===== config.mk =====
export PLATFORM = sky130hd
export DESIGN_NAME = pc_sequencer
export DESIGN_NICKNAME = d
export VERILOG_FILES = /design/src/rtl/pc_sequencer.sv
export SDC_FILE = /design/constraint.sdc
export NUM_CORES = 1
export LEC_CHECK = 0
export CORE_MARGIN = 5
export CORE_UTILIZATION = 54
export CTS_CLUSTER_SIZE = 40
export DETAILED_ROUTE_END_ITERATION = 8
export PLACE_DENSITY = 0.78
export SYNTH_ARGS = -nofsm -noshare
export SYNTH_HDL_FRONTEND = slang
export SYNTH_SLANG_ARGS = --single-unit

===== constraint.sdc =====
create_clock -name clk -period 2.7 [get_ports clk]
set_input_delay 0.54 -clock clk [delete_from_list [all_inputs] [get_ports clk]]
set_output_delay 0.54 -clock clk [all_outputs]
set_load 0.005 [all_outputs]

===== src/rtl/pc_sequencer.sv =====
// pc_sequencer: PC-update sequencer and return-address stack for the multi-cycle core.
// Turns an update request from the control unit into a registered PCSrc select plus a
// one-cycle pc_write strobe, and owns the RAS (CALL pushes pc_cur+1, RET pops).
// Optional feature macro: PCSEQ_RAS_WRAP_EN (circular RAS, CALL on full overwrites oldest).
// Without the macro, a CALL on a full RAS halts the sequencer with err_ovf set.
//
// Handshake: upd_req is accepted only in the cycle the sequencer is idle (busy=0); the
// control unit must not expect anything from upd_req while busy=1, since nothing is queued.
// An accepted request produces pc_write=1 exactly one clock later, unless it is a RAS error,
// in which case the sequencer goes to HALT, pc_write stays low, and it waits for clr_err.
module pc_sequencer #(
  parameter int DEPTH = 8,
  parameter int AW    = 32
) (
  input  logic                    clk,
  input  logic                    rst_n,
  input  logic                    upd_req,
  input  logic                    is_jump,
  input  logic                    is_call,
  input  logic                    is_ret,
  input  logic                    br_taken,
  input  logic [AW-1:0]           pc_cur,
  input  logic                    clr_err,
  output logic [1:0]              pc_src,
  output logic                    pc_write,
  output logic [AW-1:0]           top_address,
  output logic                    busy,
  output logic [$clog2(DEPTH):0]  ras_count,
  output logic                    ras_full,
  output logic                    ras_empty,
  output logic                    err_ovf,
  output logic                    err_unf,
  output logic [1:0]              dbg_state
);

  localparam int PW = $clog2(DEPTH);
  localparam int CW = PW + 1;

  localparam logic [1:0] SRC_SEQ = 2'b00;
  localparam logic [1:0] SRC_JMP = 2'b01;
  localparam logic [1:0] SRC_BR  = 2'b10;
  localparam logic [1:0] SRC_RET = 2'b11;

  typedef enum logic [1:0] {
    ST_IDLE   = 2'd0,
    ST_UPDATE = 2'd1,
    ST_HALT   = 2'd2
  } state_t;

  typedef enum logic [1:0] {
    OP_NONE = 2'd0,
    OP_PUSH = 2'd1,
    OP_POP  = 2'd2
  } op_t;

  state_t          state_q, state_d;
  op_t             dec_op;
  logic [1:0]      dec_src;
  op_t             op_q;
  logic [1:0]      src_q;
  logic [AW-1:0]   ret_addr_q;

  logic [AW-1:0]   ras_q [DEPTH];
  logic [PW-1:0]   sp_q, sp_d;
  logic [CW-1:0]   cnt_q, cnt_d;
  logic [PW-1:0]   top_idx;

  logic            err_unf_q, err_unf_d;
  logic            accept;
  logic            unf_hit;
  logic            ovf_hit;
  logic            ras_err;
  logic            commit_push;
  logic            commit_pop;

  // Decode the update request; RET beats CALL beats JUMP beats branch beats sequential.
  always_comb begin
    dec_src = SRC_SEQ;
    dec_op  = OP_NONE;
    if (is_ret) begin
      dec_src = SRC_RET;
      dec_op  = OP_POP;
    end else if (is_call) begin
      dec_src = SRC_JMP;
      dec_op  = OP_PUSH;
    end else if (is_jump) begin
      dec_src = SRC_JMP;
    end else if (br_taken) begin
      dec_src = SRC_BR;
    end
  end

  assign ras_full  = (cnt_q == CW'(DEPTH));
  assign ras_empty = (cnt_q == '0);
  assign ras_count = cnt_q;

  assign accept  = (state_q == ST_IDLE) && upd_req;
  assign unf_hit = accept && (dec_op == OP_POP) && ras_empty;
`ifdef PCSEQ_RAS_WRAP_EN
  assign ovf_hit = 1'b0;
`else
  assign ovf_hit = accept && (dec_op == OP_PUSH) && ras_full;
`endif
  assign ras_err = unf_hit | ovf_hit;

  // State register.
  always_ff @(posedge clk or negedge rst_n) begin
    if (!rst_n) state_q <= ST_IDLE;
    else        state_q <= state_d;
  end

  // Next-state: an erroring request goes straight to HALT and never produces pc_write.
  always_comb begin
    state_d = state_q;
    case (state_q)
      ST_IDLE: begin
        if (accept) state_d = ras_err ? ST_HALT : ST_UPDATE;
      end
      ST_UPDATE: state_d = ST_IDLE;
      ST_HALT: begin
        if (clr_err) state_d = ST_IDLE;
      end
      default: state_d = ST_IDLE;
    endcase
  end

  // Outputs decoded from state; pc_src is forced to 00 outside the strobe cycle.
  always_comb begin
    pc_write  = 1'b0;
    pc_src    = SRC_SEQ;
    busy      = (state_q != ST_IDLE);
    dbg_state = state_q;
    if (state_q == ST_UPDATE) begin
      pc_write = 1'b1;
      pc_src   = src_q;
    end
  end

  // Capture the decoded request at the accept edge for use in the UPDATE cycle.
  always_ff @(posedge clk or negedge rst_n) begin
    if (!rst_n) begin
      op_q       <= OP_NONE;
      src_q      <= SRC_SEQ;
      ret_addr_q <= '0;
    end else if (accept && !ras_err) begin
      op_q       <= dec_op;
      src_q      <= dec_src;
      ret_addr_q <= pc_cur + AW'(1);
    end
  end

  assign commit_push = (state_q == ST_UPDATE) && (op_q == OP_PUSH);
  assign commit_pop  = (state_q == ST_UPDATE) && (op_q == OP_POP);

  // Stack pointer/count update; a push on a full stack only happens in the wrap build,
  // where the pointer advances over the oldest entry and the count saturates.
  always_comb begin
    sp_d  = sp_q;
    cnt_d = cnt_q;
    if (commit_push) begin
      sp_d  = sp_q + PW'(1);
      cnt_d = ras_full ? cnt_q : cnt_q + CW'(1);
    end else if (commit_pop) begin
      sp_d  = sp_q - PW'(1);
      cnt_d = cnt_q - CW'(1);
    end
  end

  // RAS storage and pointers; the write slot is the current stack pointer.
  always_ff @(posedge clk or negedge rst_n) begin
    if (!rst_n) begin
      sp_q  <= '0;
      cnt_q <= '0;
      for (int i = 0; i < DEPTH; i++) ras_q[i] <= '0;
    end else begin
      sp_q  <= sp_d;
      cnt_q <= cnt_d;
      if (commit_push) ras_q[sp_q] <= ret_addr_q;
    end
  end

  assign top_idx     = sp_q - PW'(1);
  assign top_address = ras_empty ? '0 : ras_q[top_idx];

  // Sticky underflow flag; a new error in the same cycle as clr_err wins.
  always_comb begin
    err_unf_d = clr_err ? 1'b0 : err_unf_q;
    if (unf_hit) err_unf_d = 1'b1;
  end

  // Underflow flag register.
  always_ff @(posedge clk or negedge rst_n) begin
    if (!rst_n) err_unf_q <= 1'b0;
    else        err_unf_q <= err_unf_d;
  end

  assign err_unf = err_unf_q;

`ifdef PCSEQ_RAS_WRAP_EN
  assign err_ovf = 1'b0;
`else
  logic err_ovf_q, err_ovf_d;

  // Sticky overflow flag; a new error in the same cycle as clr_err wins.
  always_comb begin
    err_ovf_d = clr_err ? 1'b0 : err_ovf_q;
    if (ovf_hit) err_ovf_d = 1'b1;
  end

  // Overflow flag register.
  always_ff @(posedge clk or negedge rst_n) begin
    if (!rst_n) err_ovf_q <= 1'b0;
    else        err_ovf_q <= err_ovf_d;
  end

  assign err_ovf = err_ovf_q;
`endif

endmodule


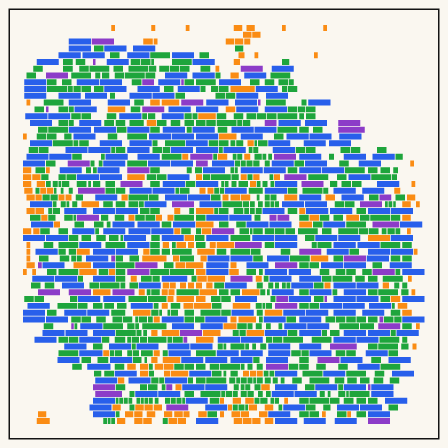
(run_1/class_map.png)
colour	class	cells	share of their area
blue	registers	303	43%
orange	remaining buffers and delay cells	212	12%
purple	clock drivers and dummy loads	60	6.8%
green	remaining logic cells	643	38%

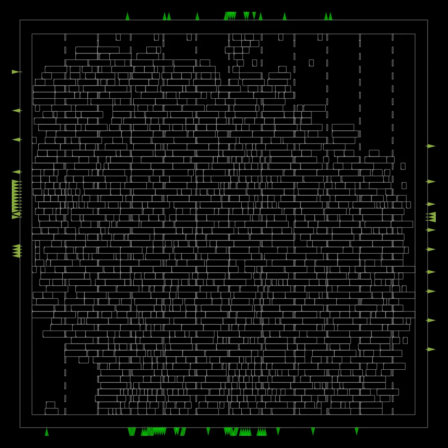
(run_1/placed.png)
Seq/total area: 0.418
Core Rows: 59

==> Slide: Implementation Results, run 1 <==
Flow Results at a Glance

Global routing
  • Top Usage Layer GRT: met2
  • GRT Util Overall: 0.262
  • Number of global-route vias before repair: 10500
  • Initial antenna violation count: 0
  • First-pass GRT wire length: between 50000 and 60000 µm
  • Total grt overflow: 0
  • Pin count of the biggest net entering global routing: approximately 75
  • GRT met3 Usage: 0.0478

Timing
  • Fin crit share: 1.04
  • Slew margin rel.: 0.623
  • Final WS setup: -0.0952 ns
  • Peak Freq: between 300 and 400 MHz
  • Minimum clock period: around 2.8 ns
  • WHS: between 0.4 and 0.5 ns
  • Setup TNS: -1.26 ns
  • Worst-Margin Slew: 0.565 ns
  • Endpoints failing setup: 30
  • Final hold vios: 0
  • Clk_skew: 0.0115 ns

Worst setup path
  • R2r endpoint: ras_q[181]
  • CP Class: reg2out
  • Most common cell on crit path: buf_12
  • CP cell instances: inv_4 > ha_4 > buf_12 > xnor2_4 > buf_12 > buf_12 > buf_6 > nand2_2 > a21oi_2 > buf_2
  • Cell family with most CP delay: buffers and inverters
  • Crit path to: top_address[7]
  • Critical Path Fanout Max: 5
  • CP Data Arrival Time: roughly 2.3 ns
  • Cell count along the critical path: 10
  • Worst path slowest cell: dfrtp_4
  • Crit path launch type: flop
  • Bufs and invs on worst path: 6
  • Max incr delay on CP: ~0.52 ns
  • Critical R2R Launch: sp_q[0]
  • Crit path required time: 2.16 ns
  • Worst Setup End Kind: output port
  • Crit path from: sp_q[0]

Clock network
  • Setup bufs post-CTS: 36
  • Late-Pin Clk Latency: ~0.5 ns
  • Hold Buf Count CTS: 1
  • CTS tree: done
  • H-tree levels: 2
  • CTS sink cnt: ~300
  • Max clock buf depth: 3
  • CTS root buf: clkbuf_16
  • Num CTS Buffers: 34
  • CTS resizes: between 200 and 250
  • Clk slew on worst S/H paths: about 0.060 ns

Floorplan
  • Die area: just under 30000 µm²
  • Core ar.: about 26000 µm²
  • Io pins: 86
  • Fp_density: 0.546
  • Tapcells: between 300 and 400

Logic synthesis
  • Syn nets: around 1100
  • Mapped Area: ~14000 µm²
  • Adder Area Share: 0.00442
  • Mux area share: 0.317
  • Count leader, synth: dfrtp_1
  • Yosys aoi share: 0.0443
  • Ys cells: slightly above 1000
  • Dominant Register Cell: dfrtp_1
  • Yosys stat area: 14100 µm²
  • Area share, top type: 0.536
  • Post-synth ARST share: 1.00
  • Sequential share of the synthesized area: 0.536
  • Simple logic cell fraction of the synthesized area: 0.0596
  • Flip-flops with a built-in enable: 0
  • Synth Instances: between 1000 and 1500
  • Synth flops: 303
  • Top cell type by total area after synthesis: dfrtp_1
  • Post-Synthesis Mean Instance Area: about 14 µm²
  • Syn. warnings: 0

Cells and area
  • Share of cells above drive strength 1: 0.530
  • Area Overhead vs Synth: 28.3%
  • Clock buffers: between 40 and 50
  • Clock buf/inv share: 0.0662
  • Filler Cells Inserted: approximately 1600
  • End-of-flow core utilization: 0.700
  • # diodes: 0
  • Comb gate area: around 6700 µm²
  • Cell class ranked first by area: flip-flops and latches
  • Inverters: 11
  • Final Instance Count excl. Fillers: 1553
  • Most flops, register: ras_q
  • Most numerous logic cell after layout: dfrtp_1
  • Logic share of the area: 0.369
  • Most instantiated logic cells after routing: 300 x dfrtp_1, 260 x mux2_2, 66 x buf_4
  • Buffering overhead: 0.122
  • Final instance area: around 18000 µm²
  • Reg area: around 7600 µm²

Route
  • DR top layer: met4
  • Antenna viol nets, final: 0
  • Vias: ~10000
  • Initial drt markers: 960
  • DR WL/cell: between 20 and 25 µm
  • Met2 Wirelength: 19400 µm
  • Met3 wire len: approximately 2200 µm
  • Residual DRC count: 0
  • WL final: 38100 µm
  • Router iterations before antenna repair: 6
  • Via/cell ratio: approximately 6.3

Hold path
  • Hold Path Cell Cnt: 1
  • Hold Crit Class: reg2reg
  • Hold Path End: dbg_state[1]
  • Worst Min Path Start: dbg_state[0]

Power and ir drop
  • Sw frac: 0.338
  • Clk network pwr share: 0.217
  • Peak supply drop: between 700 and 800 µV
  • PD cells: about 1300 nW/µm²
  • Pleak: 8.23 nW
  • Power Clock: 4.95 mW
  • Tot Pwr: around 23 mW
  • Seq power: around 7.7 mW
  • Sequential Power Share: 0.338
  • Internal power of the cells: 15.1 mW
  • Gate power share: 0.445
  • Largest power group: combinational cells
  • Net Switching: around 7.7 mW

Placed design
  • Routability Congestion: ~0.86
  • Setup WS pre-CTS: -0.0485 ns
  • Cells after DPL: approximately 1400
  • Placed cell areas: between 15000 and 20000 µm²
  • Dpl hpwl: 21500 µm
  • Port bufs: between 80 and 90

Run
  • Max-cap violations: 0
  • Tool warnings: 29

Status
  • Status: finished, violations left
  • Failing checks: setup timing
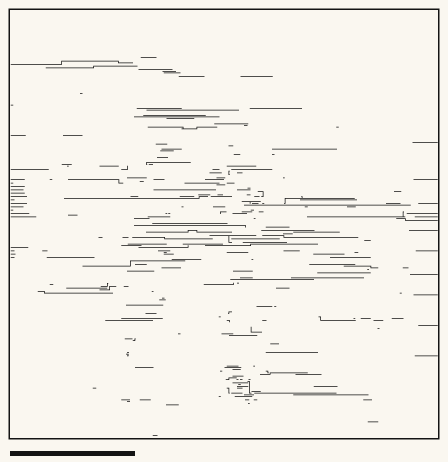
(run_1/m3.png)
The bar under the picture is 50 µm long.
nets with wire on the layer	147
longest straight run	66.7 µm
main direction	horizontal
wire length on this layer	2200 µm

==> run_1/ff_map.png <==
The bar under the picture is 50 µm long. Other sequential cells in the stronger grey, the rest of the logic in the fainter grey.
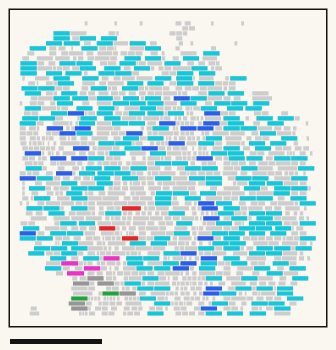

--- run 2 (diff from run 1) ---
CORE_UTILIZATION = 60   (was 54)
PLACE_DENSITY = 0.82   (was 0.78)
clock period = 2.6 ns   (was 2.7 ns; I/O delays follow)
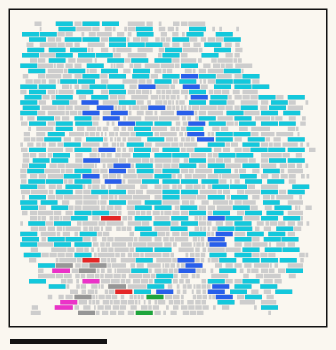
(run_2/ff_map.png)
The bar under the picture is 50 µm long. Other sequential cells in the stronger grey, the rest of the logic in the fainter grey.
colour	netlist name	placed flops
red	sp_q	3
green	src_q	2
blue	ret_addr_q	32
cyan	ras_q	256
magenta	ras_count	4
not coloured	6

==> run 2 against run 1 <==
The run still ends with setup timing left. Via count decreased by 0.83%. Area after synthesis unchanged. Register-to-register slack got worse by 0.18 ns. Critical path type unchanged. Critical endpoint is now top_address[3]. Largest power group unchanged.
==> Slide: Implementation Results, run 2 <==
Flow Results at a Glance

Cells and area
  • Reg area: about 7600 µm²
  • Final instance area: around 18000 µm²
  • Most flops, register: ras_q
  • Inverters: 11
  • Cell class ranked first by area: flip-flops and latches
  • End-of-flow core utilization: 0.768
  • Area Overhead vs Synth: 26.7%
  • Seq/total area: 0.424
  • Most numerous logic cell after layout: dfrtp_1

Timing
  • Endpoints failing setup: 32
  • Worst-Margin Slew: approximately 0.50 ns
  • Clk_skew: between 0.008 and 0.009 ns
  • WHS: between 0.4 and 0.5 ns
  • Peak Freq: between 300 and 400 MHz
  • Final hold vios: 0
  • Fin crit share: 1.10
  • Final WS setup: -0.264 ns
  • Minimum clock period: around 2.9 ns

Clock network
  • Num CTS Buffers: 31
  • CTS tree: done
  • Max clock buf depth: 3
  • Late-Pin Clk Latency: roughly 0.56 ns
  • H-tree levels: 1
  • CTS root buf: clkbuf_16
  • CTS resizes: 196

Route
  • DR WL/cell: approximately 24 µm
  • DR top layer: met4
  • Initial drt markers: 758
  • Met3 wire len: around 2200 µm
  • Vias: 9692
  • WL final: around 37000 µm

Power and ir drop
  • Largest power group: combinational cells
  • PD cells: 1270 nW/µm²
  • Internal power of the cells: 15.0 mW
  • Gate power share: 0.450

Global routing
  • Initial antenna violation count: 0
  • Pin count of the biggest net entering global routing: approximately 60
  • Total grt overflow: 0
  • GRT met3 Usage: 0.0444
  • Number of global-route vias before repair: about 10000

Logic synthesis
  • Post-synth ARST share: 1.00
  • Syn nets: roughly 1100
  • Adder Area Share: 0.00442
  • Flip-flops with a built-in enable: 0
  • Top cell type by total area after synthesis: dfrtp_1
  • Post-Synthesis Mean Instance Area: 14.0 µm²
  • Dominant Register Cell: dfrtp_1
  • Simple logic cell fraction of the synthesized area: 0.0596
  • Yosys aoi share: 0.0443
  • Yosys stat area: roughly 14000 µm²
  • Synth Instances: between 1000 and 1500
  • Synth flops: about 300
  • Mux area share: 0.317
  • Count leader, synth: dfrtp_1

Run
  • Tool warnings: 30

Worst setup path
  • Critical Path Fanout Max: 10
  • CP cell instances: inv_4 > ha_4 > buf_6 > mux4_2 > nand2_2 > a21oi_2 > dlygate4sd2_1
  • Cell count along the critical path: 7
  • Worst path slowest cell: dfrtp_4
  • Crit path to: top_address[3]
  • Cell family with most CP delay: buffers and inverters

Floorplan
  • Tapcells: ~320
  • Io pins: approximately 86
  • Core ar.: around 23000 µm²
  • Die area: about 27000 µm²
  • Fp_density: 0.606

Placed design
  • Setup WS pre-CTS: -0.0977 ns
  • Port bufs: between 80 and 90
  • Routability Congestion: between 0.8 and 0.9

Status
  • Failing checks: setup timing
  • Status: finished, violations left
==> run_2/m3.png <==
The bar under the picture is 50 µm long.
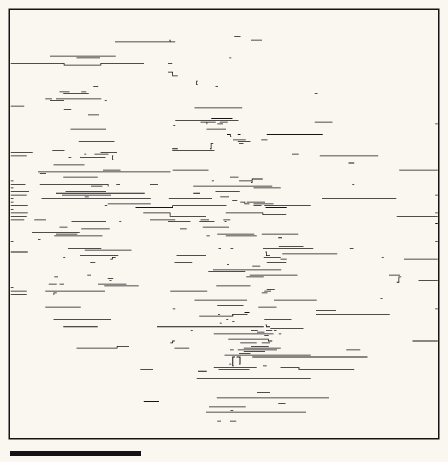

--- run 3 (diff from run 2) ---
GPL_ROUTABILITY_DRIVEN = 1   (was default)
PLACE_DENSITY = 0.8   (was 0.82)
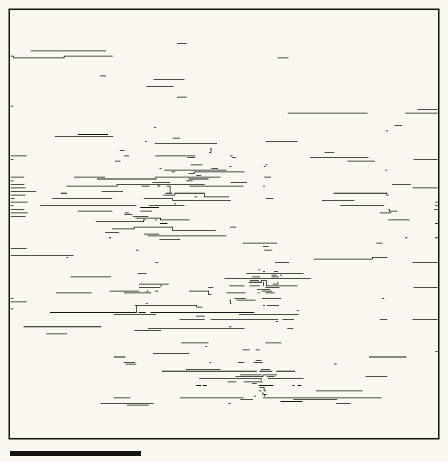
(run_3/m3.png)
The bar under the picture is 50 µm long.
wire length on this layer	2000 µm
main direction	horizontal
share of all routed wire	5.3%
nets with wire on the layer	137
longest straight run	45.1 µm

==> run 3 against run 2 <==
Synthesized cell count unchanged. Critical path depth rose by 2. Combinational power barely moved. Critical endpoint unchanged. Largest power group unchanged. Routed wire length is 2.1% higher. Non-clock buffer count shrank 11. Utilization about the same. Fmax down 0.19%. The flow still finishes with violations (setup timing). Area after synthesis unchanged.
==> Slide: Implementation Results, run 3 <==
Flow Results at a Glance

Run
  • Tool warnings: 30
  • Max-cap violations: 0

Worst setup path
  • Crit path to: top_address[3]
  • Crit path from: sp_q[0]
  • Cell count along the critical path: 9
  • Crit path required time: around 2.1 ns
  • Most common cell on crit path: buf_6
  • Cell family with most CP delay: buffers and inverters
  • Crit path launch type: flop
  • CP cell instances: inv_4 > ha_4 > xor2_4 > buf_6 > buf_6 > buf_6 > nand2_2 > a21oi_2 > buf_2
  • Worst Setup End Kind: output port
  • R2r endpoint: ras_q[115]
  • Max incr delay on CP: 0.51 ns
  • Critical Path Fanout Max: 3

Logic synthesis
  • Post-synth ARST share: 1.00
  • Dominant Register Cell: dfrtp_1
  • Synth Instances: approximately 1000
  • Mapped Area: around 14000 µm²
  • Yosys aoi share: 0.0443
  • Post-Synthesis Mean Instance Area: roughly 14 µm²
  • Sequential share of the synthesized area: 0.536
  • Syn. warnings: 0
  • Flip-flops with a built-in enable: 0
  • Yosys stat area: about 14000 µm²
  • Top cell type by total area after synthesis: dfrtp_1
  • Count leader, synth: dfrtp_1

Route
  • Met2 Wirelength: between 15000 and 20000 µm
  • DR top layer: met4
  • DR WL/cell: between 20 and 25 µm
  • Vias: between 9000 and 10000
  • Via/cell ratio: 6.30
  • WL final: around 38000 µm
  • Initial drt markers: 761
  • Antenna viol nets, final: 0

Timing
  • Fin crit share: 1.10
  • Final WS setup: -0.270 ns
  • Clk_skew: about 0.026 ns
  • Endpoints failing setup: 32
  • Peak Freq: approximately 350 MHz
  • Minimum clock period: 2.87 ns
  • WHS: around 0.46 ns
  • Setup TNS: -7.34 ns
  • Slew margin rel.: 0.664

Power and ir drop
  • Sequential Power Share: 0.346
  • PD cells: 1290 nW/µm²
  • Seq power: roughly 8.0 mW
  • Net Switching: just under 8 mW
  • Peak supply drop: approximately 800 µV
  • Sw frac: 0.340
  • Power Clock: 4.74 mW
  • Gate power share: 0.449
  • Internal power of the cells: around 15 mW
  • Clk network pwr share: 0.205
  • Tot Pwr: around 23 mW

Cells and area
  • Most instantiated logic cells after routing: 298 x dfrtp_1, 260 x mux2_2, 74 x buf_4
  • Most numerous logic cell after layout: dfrtp_1
  • Logic share of the area: 0.368
  • # diodes: 0
  • End-of-flow core utilization: 0.768
  • Comb gate area: about 6600 µm²
  • Clock buf/inv share: 0.0612
  • Filler Cells Inserted: roughly 1300
  • Most flops, register: ras_q
  • Reg area: 7590 µm²
  • Seq/total area: 0.424
  • Inverters: 11

Floorplan
  • Core ar.: 23300 µm²
  • Tapcells: 319
  • Die area: between 20000 and 30000 µm²
  • Fp_density: 0.606
  • Io pins: approximately 86

Global routing
  • GRT Util Overall: 0.291
  • Initial antenna violation count: 0
  • GRT met3 Usage: 0.0361
  • First-pass GRT wire length: 60100 µm
  • Pin count of the biggest net entering global routing: 56

Placed design
  • Routability Congestion: 0.812
  • Cells after DPL: approximately 1400
  • Port bufs: ~85
  • Dpl hpwl: 21200 µm

Clock network
  • H-tree levels: 1
  • Max clock buf depth: 3
  • Hold Buf Count CTS: 1
  • CTS root buf: clkbuf_16
  • CTS tree: done
  • CTS resizes: 227
  • CTS sink cnt: 303
  • Num CTS Buffers: 31
  • Clk slew on worst S/H paths: 0.07 ns
  • Setup bufs post-CTS: 38

Status
  • Status: finished, violations left
  • Failing checks: setup timing

==> notes/layouts.md <==
Pictures saved along the way, in no particular order.

Local utilization.
panel A
The die is cut into 16 by 16 equal tiles; white is low, dark blue is high, 0 to 100% covered.
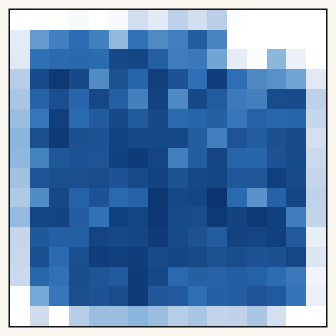
panel B
The die is cut into 17 by 17 equal tiles; white is low, dark blue is high, 0 to 100% covered.
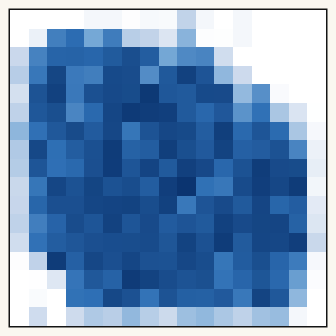
run 1: panel B
run 3: panel A

Power is estimated from default activity; no workload was simulated.
